==> src/rtl/cla_nibble_seq_if.sv <==
// Upstream, adder-side and downstream signals of cla_nibble_seq.
// The out_ovf signal exists only when CLA_SEQ_OVF_EN is defined.
interface cla_nibble_seq_if #(
  parameter int WIDTH = 16
) ();
  logic             in_valid;
  logic             in_ready;
  logic [WIDTH-1:0] in_a;
  logic [WIDTH-1:0] in_b;
  logic             in_cin;
  logic [3:0]       add_a;
  logic [3:0]       add_b;
  logic             add_cin;
  logic [3:0]       add_s;
  logic             add_cout;
  logic             out_valid;
  logic             out_ready;
  logic [WIDTH-1:0] out_sum;
  logic             out_cout;
`ifdef CLA_SEQ_OVF_EN
  logic             out_ovf;

  modport slave (
    input  in_valid, in_a, in_b, in_cin, out_ready, add_s, add_cout,
    output in_ready, add_a, add_b, add_cin, out_valid, out_sum, out_cout, out_ovf
  );
  modport master (
    output in_valid, in_a, in_b, in_cin, out_ready, add_s, add_cout,
    input  in_ready, add_a, add_b, add_cin, out_valid, out_sum, out_cout, out_ovf
  );
`else
  modport slave (
    input  in_valid, in_a, in_b, in_cin, out_ready, add_s, add_cout,
    output in_ready, add_a, add_b, add_cin, out_valid, out_sum, out_cout
  );
  modport master (
    output in_valid, in_a, in_b, in_cin, out_ready, add_s, add_cout,
    input  in_ready, add_a, add_b, add_cin, out_valid, out_sum, out_cout
  );
`endif
endinterface

==> src/rtl/cla_nibble_seq.sv <==
// Sequences WIDTH-bit additions through an external 4-bit registered-input CLA, one nibble
// per two cycles, LSB first. Define CLA_SEQ_OVF_EN to add the two's-complement out_ovf flag.
module cla_nibble_seq #(
  parameter int WIDTH = 16
) (
  input  logic            clk,
  input  logic            rst,
  cla_nibble_seq_if.slave bus
);
  localparam int NIB   = WIDTH / 4;
  localparam int IDX_W = (NIB > 1) ? $clog2(NIB) : 1;
  localparam logic [IDX_W-1:0] LAST_IDX = IDX_W'(NIB - 1);

  typedef enum logic [1:0] {
    IDLE  = 2'd0,
    ISSUE = 2'd1,
    CAPT  = 2'd2,
    DONE  = 2'd3
  } state_e;

  state_e           state_q, state_d;
  logic [IDX_W-1:0] idx_q, idx_d, idx_nxt;
  logic [WIDTH-1:0] a_q, a_d, b_q, b_d;
  logic [WIDTH-1:0] sum_q, sum_d, sum_nxt;
  logic [WIDTH-1:0] out_sum_q, out_sum_d;
  logic             carry_q, carry_d;
  logic [3:0]       add_a_q, add_a_d, add_b_q, add_b_d;
  logic             add_cin_q, add_cin_d;
  logic             in_ready_q, in_ready_d;
  logic             out_valid_q, out_valid_d;
  logic             out_cout_q, out_cout_d;
  logic             ovf_q, ovf_d;

  // Next-state and next-output computation for the sequencer.
  always_comb begin
    state_d     = state_q;
    idx_d       = idx_q;
    a_d         = a_q;
    b_d         = b_q;
    sum_d       = sum_q;
    carry_d     = carry_q;
    add_a_d     = add_a_q;
    add_b_d     = add_b_q;
    add_cin_d   = add_cin_q;
    in_ready_d  = in_ready_q;
    out_valid_d = out_valid_q;
    out_sum_d   = out_sum_q;
    out_cout_d  = out_cout_q;
    ovf_d       = ovf_q;
    idx_nxt     = idx_q + IDX_W'(1);
    sum_nxt     = sum_q;
    sum_nxt[{idx_q, 2'b00} +: 4] = bus.add_s;

    case (state_q)
      IDLE: begin
        if (bus.in_valid) begin
          a_d        = bus.in_a;
          b_d        = bus.in_b;
          carry_d    = bus.in_cin;
          idx_d      = '0;
          sum_d      = '0;
          add_a_d    = bus.in_a[3:0];
          add_b_d    = bus.in_b[3:0];
          add_cin_d  = bus.in_cin;
          in_ready_d = 1'b0;
          state_d    = ISSUE;
        end else begin
          in_ready_d = 1'b1;
        end
      end
      ISSUE: begin
        state_d = CAPT;
      end
      CAPT: begin
        // add_a/add_b/add_cin stay put here; the adder's S depends on add_cin combinationally.
        sum_d   = sum_nxt;
        carry_d = bus.add_cout;
        if (idx_q == LAST_IDX) begin
          out_valid_d = 1'b1;
          out_sum_d   = sum_nxt;
          out_cout_d  = bus.add_cout;
          ovf_d       = (a_q[WIDTH-1] == b_q[WIDTH-1]) && (sum_nxt[WIDTH-1] != a_q[WIDTH-1]);
          state_d     = DONE;
        end else begin
          idx_d     = idx_nxt;
          add_a_d   = a_q[{idx_nxt, 2'b00} +: 4];
          add_b_d   = b_q[{idx_nxt, 2'b00} +: 4];
          add_cin_d = bus.add_cout;
          state_d   = ISSUE;
        end
      end
      DONE: begin
        if (bus.out_ready) begin
          out_valid_d = 1'b0;
          in_ready_d  = 1'b1;
          state_d     = IDLE;
        end else begin
          out_valid_d = 1'b1;
        end
      end
      default: begin
        out_valid_d = 1'b0;
        in_ready_d  = 1'b1;
        state_d     = IDLE;
      end
    endcase
  end

  // State and output registers with synchronous reset.
  always_ff @(posedge clk) begin
    if (rst) begin
      state_q     <= IDLE;
      idx_q       <= '0;
      a_q         <= '0;
      b_q         <= '0;
      sum_q       <= '0;
      carry_q     <= 1'b0;
      add_a_q     <= 4'h0;
      add_b_q     <= 4'h0;
      add_cin_q   <= 1'b0;
      in_ready_q  <= 1'b1;
      out_valid_q <= 1'b0;
      out_sum_q   <= '0;
      out_cout_q  <= 1'b0;
      ovf_q       <= 1'b0;
    end else begin
      state_q     <= state_d;
      idx_q       <= idx_d;
      a_q         <= a_d;
      b_q         <= b_d;
      sum_q       <= sum_d;
      carry_q     <= carry_d;
      add_a_q     <= add_a_d;
      add_b_q     <= add_b_d;
      add_cin_q   <= add_cin_d;
      in_ready_q  <= in_ready_d;
      out_valid_q <= out_valid_d;
      out_sum_q   <= out_sum_d;
      out_cout_q  <= out_cout_d;
      ovf_q       <= ovf_d;
    end
  end

  assign bus.in_ready  = in_ready_q;
  assign bus.add_a     = add_a_q;
  assign bus.add_b     = add_b_q;
  assign bus.add_cin   = add_cin_q;
  assign bus.out_valid = out_valid_q;
  assign bus.out_sum   = out_sum_q;
  assign bus.out_cout  = out_cout_q;
`ifdef CLA_SEQ_OVF_EN
  assign bus.out_ovf   = ovf_q;
`else
  logic unused_ovf_s;
  assign unused_ovf_s = ovf_q;
`endif

endmodule
==> src/flat_wrapper.sv <==
// flat-port wrapper written by rule: the top's interface ports become plain ports
module cla_nibble_seq_flat 
#(
  parameter int WIDTH = 16
)
  (clk, rst, bus_in_valid, bus_in_a, bus_in_b, bus_in_cin, bus_out_ready, bus_add_s, bus_add_cout, bus_in_ready, bus_add_a, bus_add_b, bus_add_cin, bus_out_valid, bus_out_sum, bus_out_cout);
  cla_nibble_seq_if #(.WIDTH(WIDTH)) bus_i ();
  input  logic clk;
  input  logic rst;
  input wire logic [$bits(bus_i.in_valid)-1:0] bus_in_valid;
  input wire logic [$bits(bus_i.in_a)-1:0] bus_in_a;
  input wire logic [$bits(bus_i.in_b)-1:0] bus_in_b;
  input wire logic [$bits(bus_i.in_cin)-1:0] bus_in_cin;
  input wire logic [$bits(bus_i.out_ready)-1:0] bus_out_ready;
  input wire logic [$bits(bus_i.add_s)-1:0] bus_add_s;
  input wire logic [$bits(bus_i.add_cout)-1:0] bus_add_cout;
  output wire logic [$bits(bus_i.in_ready)-1:0] bus_in_ready;
  output wire logic [$bits(bus_i.add_a)-1:0] bus_add_a;
  output wire logic [$bits(bus_i.add_b)-1:0] bus_add_b;
  output wire logic [$bits(bus_i.add_cin)-1:0] bus_add_cin;
  output wire logic [$bits(bus_i.out_valid)-1:0] bus_out_valid;
  output wire logic [$bits(bus_i.out_sum)-1:0] bus_out_sum;
  output wire logic [$bits(bus_i.out_cout)-1:0] bus_out_cout;
  assign bus_i.in_valid = bus_in_valid;
  assign bus_i.in_a = bus_in_a;
  assign bus_i.in_b = bus_in_b;
  assign bus_i.in_cin = bus_in_cin;
  assign bus_i.out_ready = bus_out_ready;
  assign bus_i.add_s = bus_add_s;
  assign bus_i.add_cout = bus_add_cout;
  assign bus_in_ready = bus_i.in_ready;
  assign bus_add_a = bus_i.add_a;
  assign bus_add_b = bus_i.add_b;
  assign bus_add_cin = bus_i.add_cin;
  assign bus_out_valid = bus_i.out_valid;
  assign bus_out_sum = bus_i.out_sum;
  assign bus_out_cout = bus_i.out_cout;
  cla_nibble_seq #(.WIDTH(WIDTH)) u_core (.clk(clk), .rst(rst), .bus(bus_i));
endmodule
==> config.mk <==
export PLATFORM = sky130hd
export DESIGN_NAME = cla_nibble_seq_flat
export DESIGN_NICKNAME = d
export VERILOG_FILES = /design/src/rtl/cla_nibble_seq_if.sv /design/src/rtl/cla_nibble_seq.sv /design/src/flat_wrapper.sv
export SDC_FILE = /design/constraint.sdc
export NUM_CORES = 1
export LEC_CHECK = 0
export CORE_MARGIN = 10
export CORE_UTILIZATION = 45
export CTS_BUF_LIST = sky130_fd_sc_hd__clkbuf_16
export CTS_CLUSTER_SIZE = 12
export DETAILED_ROUTE_END_ITERATION = 8
export DONT_BUFFER_PORTS = 1
export PLACE_DENSITY = 0.65
export SYNTH_ARGS = -nofsm -noshare
export SYNTH_HDL_FRONTEND = slang
export SYNTH_SLANG_ARGS = --single-unit
==> constraint.sdc <==
create_clock -name clk -period 1.8 [get_ports clk]
set_clock_uncertainty 0.05 [all_clocks]
set_input_delay 0.36 -clock clk [delete_from_list [all_inputs] [get_ports clk]]
set_output_delay 0.36 -clock clk [all_outputs]
set_load 0.02 [all_outputs]
Figure 1. Gate-type map (run 1).
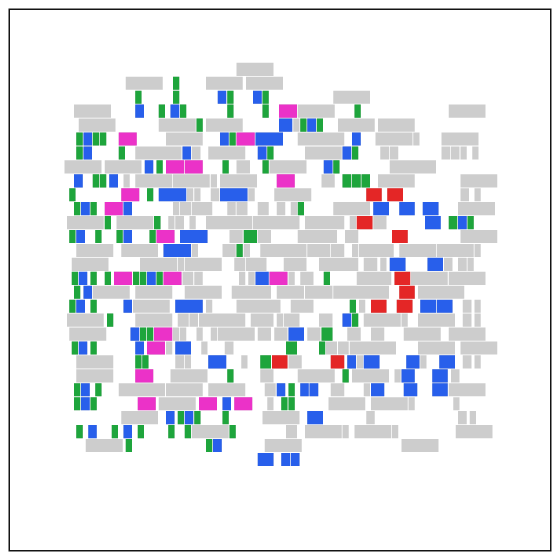
[AND-OR and OR-AND gates] red | cells: 10 | most used: a22o_1
[NAND gates] green | cells: 88 | most used: nand2_1
[inverting AOI/OAI gates] blue | cells: 73 | most used: a21oi_1
[multiplexers] magenta | cells: 18 | most used: mux2i_1
logic share of the area: 0.439
dominant logic cell type in the layout: nand2_1
Cell Count, Final, Fillers Out: 491

Figure 2. Register map, names as in the netlist (run 1).
Bar = 20 µm.
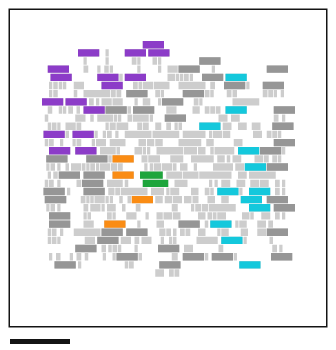
[u_core.idx_q] green | flops: 2
[u_core.sum_q] cyan | flops: 12
[u_core.a_q] purple | flops: 16 | where: upper left
[u_core.bus.add_b] orange | flops: 4
not coloured: 42

Figure 3. Routed metal, one colour a layer (run 1).
Only two layers are drawn.
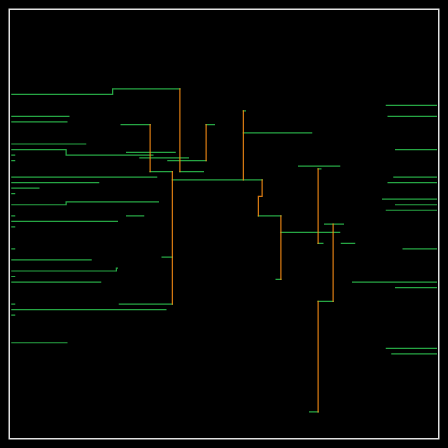
[met4] orange | wire length: 180 µm
[met3] green | wire length: 691 µm

==> results.yml, run 1 <==
# generated from flow reports
status:
  outcome: "completed"
power_and_ir_drop:
  switching_share: 0.237
  p_clk_mw: 1.70
  p_leak_nw: 1.35
  ir_drop_mv: 0.578
  pg_seq_mw: 1.84
  p_int_mw: 2.94
timing:
  fmax_ghz: 0.590
  timing.hold.ws_ns: 0.0539
  layout_min_cycle_time_ns: 1.70
  worst_pin_slew_ns: 0.348
synthesis:
  synthXorXnorAreaFrac: 0
  adder_share: 0.0190
  ys_cells: 386
  syn-cell-area_mm2: 0.00328
  simple_gate_share: 0.239
  synthFlopType: "dfxtp_1"
  syn_avg_cell_area_um2: 8.51
  synth_warnings: 0
  synth-edff-count: 0
  top_logic_kind: "simple AND/OR/NAND/NOR gates"
global_route:
  grt.busiest_layer: "met2"
  grt_util_met2: 0.243
  grtUsageMet1: 0.145
  overflow: 0
clocking:
  clock_latency_ns: 0.33
  cts_resized: 3
  cts_buffers: 9
routing:
  post_drt_wl_per_cell_um: 16.3
setup_path:
  required_ns: 2.00
  critical_path_class: "register to register"
  worstSetupStartpointType: "register"
  path_delay_family: "simple AND/OR/NAND/NOR gates"
layout:
  clk_share: 0.0750
  post-route-util: 0.527
  drive_above_1_share: 0.156
placed_design:
  dp_cells: 474
die:
  die_y_um: 105
==> run 1: worst max-delay path by stage <==
| stage | start | end | slack (ns) | depth (start not counted) |
|---|---|---|---|---|
| final | u_core.idx_q[0] | u_core.bus.add_a[2] | 0.10 | 6 |
| after global routing | u_core.idx_q[0] | u_core.bus.add_b[3] | -0.0006 | 5 |
| after CTS | u_core.idx_q[1] | u_core.bus.add_b[2] | 0.07 | 6 |
| after detailed placement | u_core.idx_q[0] | u_core.bus.add_b[2] | -0.06 | 6 |
| after global placement | u_core.idx_q[0] | u_core.bus.add_a[3] | -0.007 | 6 |
| after floorplan | u_core.idx_q[0] | u_core.sum_q[10] | 0.03 | 6 |
--- run 2 (diff from run 1) ---
--- a/config.mk
+++ b/config.mk
@@ -5,13 +5,14 @@
 export SDC_FILE = /design/constraint.sdc
 export NUM_CORES = 1
 export LEC_CHECK = 0
+export CORE_ASPECT_RATIO = 2
 export CORE_MARGIN = 10
-export CORE_UTILIZATION = 45
+export CORE_UTILIZATION = 56
 export CTS_BUF_LIST = sky130_fd_sc_hd__clkbuf_16
 export CTS_CLUSTER_SIZE = 12
 export DETAILED_ROUTE_END_ITERATION = 8
 export DONT_BUFFER_PORTS = 1
-export PLACE_DENSITY = 0.65
+export PLACE_DENSITY = 0.77
 export SYNTH_ARGS = -nofsm -noshare
 export SYNTH_HDL_FRONTEND = slang
 export SYNTH_SLANG_ARGS = --single-unit
==> results.yml, run 2 <==
# generated from flow reports
setup_path:
  crit_end: "u_core.bus.add_a[1]"
  cp.depth: 6
  path_delay_family: "AND-OR/OR-AND gates"
  worstSetupStartpointType: "register"
synthesis:
  syn-cell-area_mm2: 0.00328
  top_logic_kind: "simple AND/OR/NAND/NOR gates"
  syn_avg_cell_area_um2: 8.51
  synthFlopType: "dfxtp_1"
clocking:
  cts_buffers: 9
global_route:
  grt.busiest_layer: "met2"
  grtUsageMet1: 0.163
power_and_ir_drop:
  switching_share: 0.253
  p_int_mw: 2.82
  p_leak_nw: 1.36
timing:
  layout_min_cycle_time_ns: 1.80
  fmax_ghz: 0.557
  timing.hold.ws_ns: 0.0475
layout:
  layout.cells.most_common: "nand2_1"
  drive_above_1_share: 0.160
routing:
  post_drt_wl_per_cell_um: 18.2
status:
  outcome: "completed"
placed_design:
  dp_cells: 437
==> run 2: cell counts after synthesis <==
Identical to the previous run, type by type.
==> run 2: worst register-to-register path, cell delays in order, from the launching register on <==
cell	delay, ns
dfxtp_4	0.37
ha_1	0.21
buf_4	0.14
nand2b_1	0.18
a21o_4	0.29
a2111oi_1	0.31
nor3_1	0.11
==> run 2: power groups by stage <==
| stage | Combinational, mW | Clock [mW] | Sequential (mW) |
|---|---|---|---|
| global route | 0.360 | 1.72 | 1.85 |
| global placement | 0.285 | 0 | 1.87 |
| floorplan | 0.263 | 0 | 1.85 |
| CTS | 0.303 | 1.63 | 1.84 |
| detailed placement | 0.296 | 0 | 1.88 |
| finish | 0.319 | 1.61 | 1.84 |
Figure 4. Gate-type map (run 2).
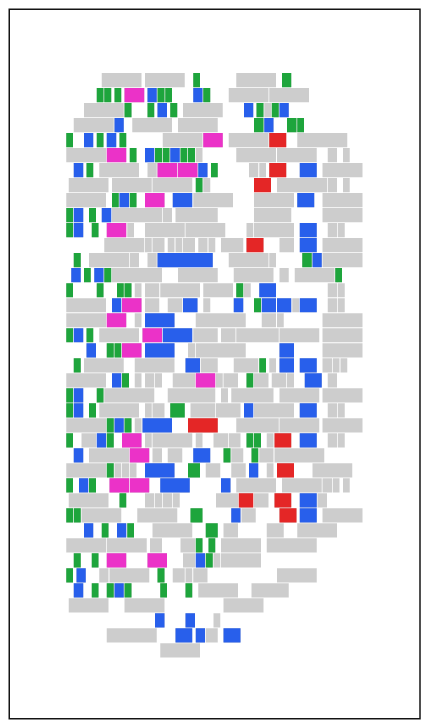
[AND-OR and OR-AND gates] red | cells: 10 | most used: a22o_1
[NAND gates] green | cells: 88 | most used: nand2_1
[multiplexers] magenta | cells: 18 | most used: mux2i_1
[inverting AOI/OAI gates] blue | cells: 73 | most used: a21oi_1
logic share of the area: 0.445
Cell Count, Final, Fillers Out: 455

Figure 5. The metal 4 layer (run 2).
Bar = 20 µm.
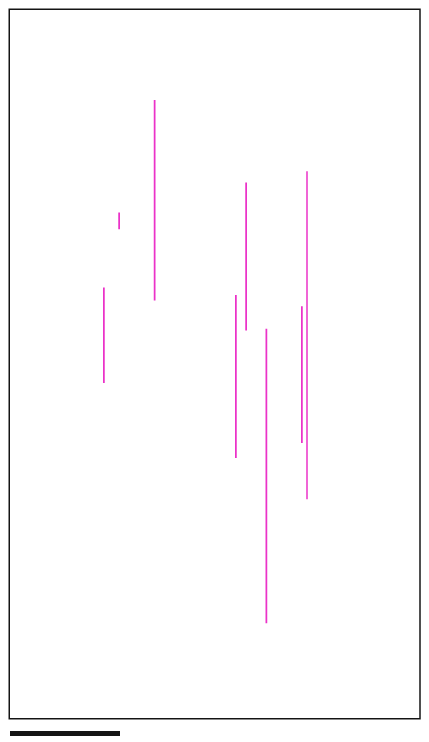
wire length on this layer: 248 µm
longest straight run: 59.2 µm
main direction: vertical
share of all routed wire: 3.0%

No activity file was given, so power comes from the tool's default toggle rates.
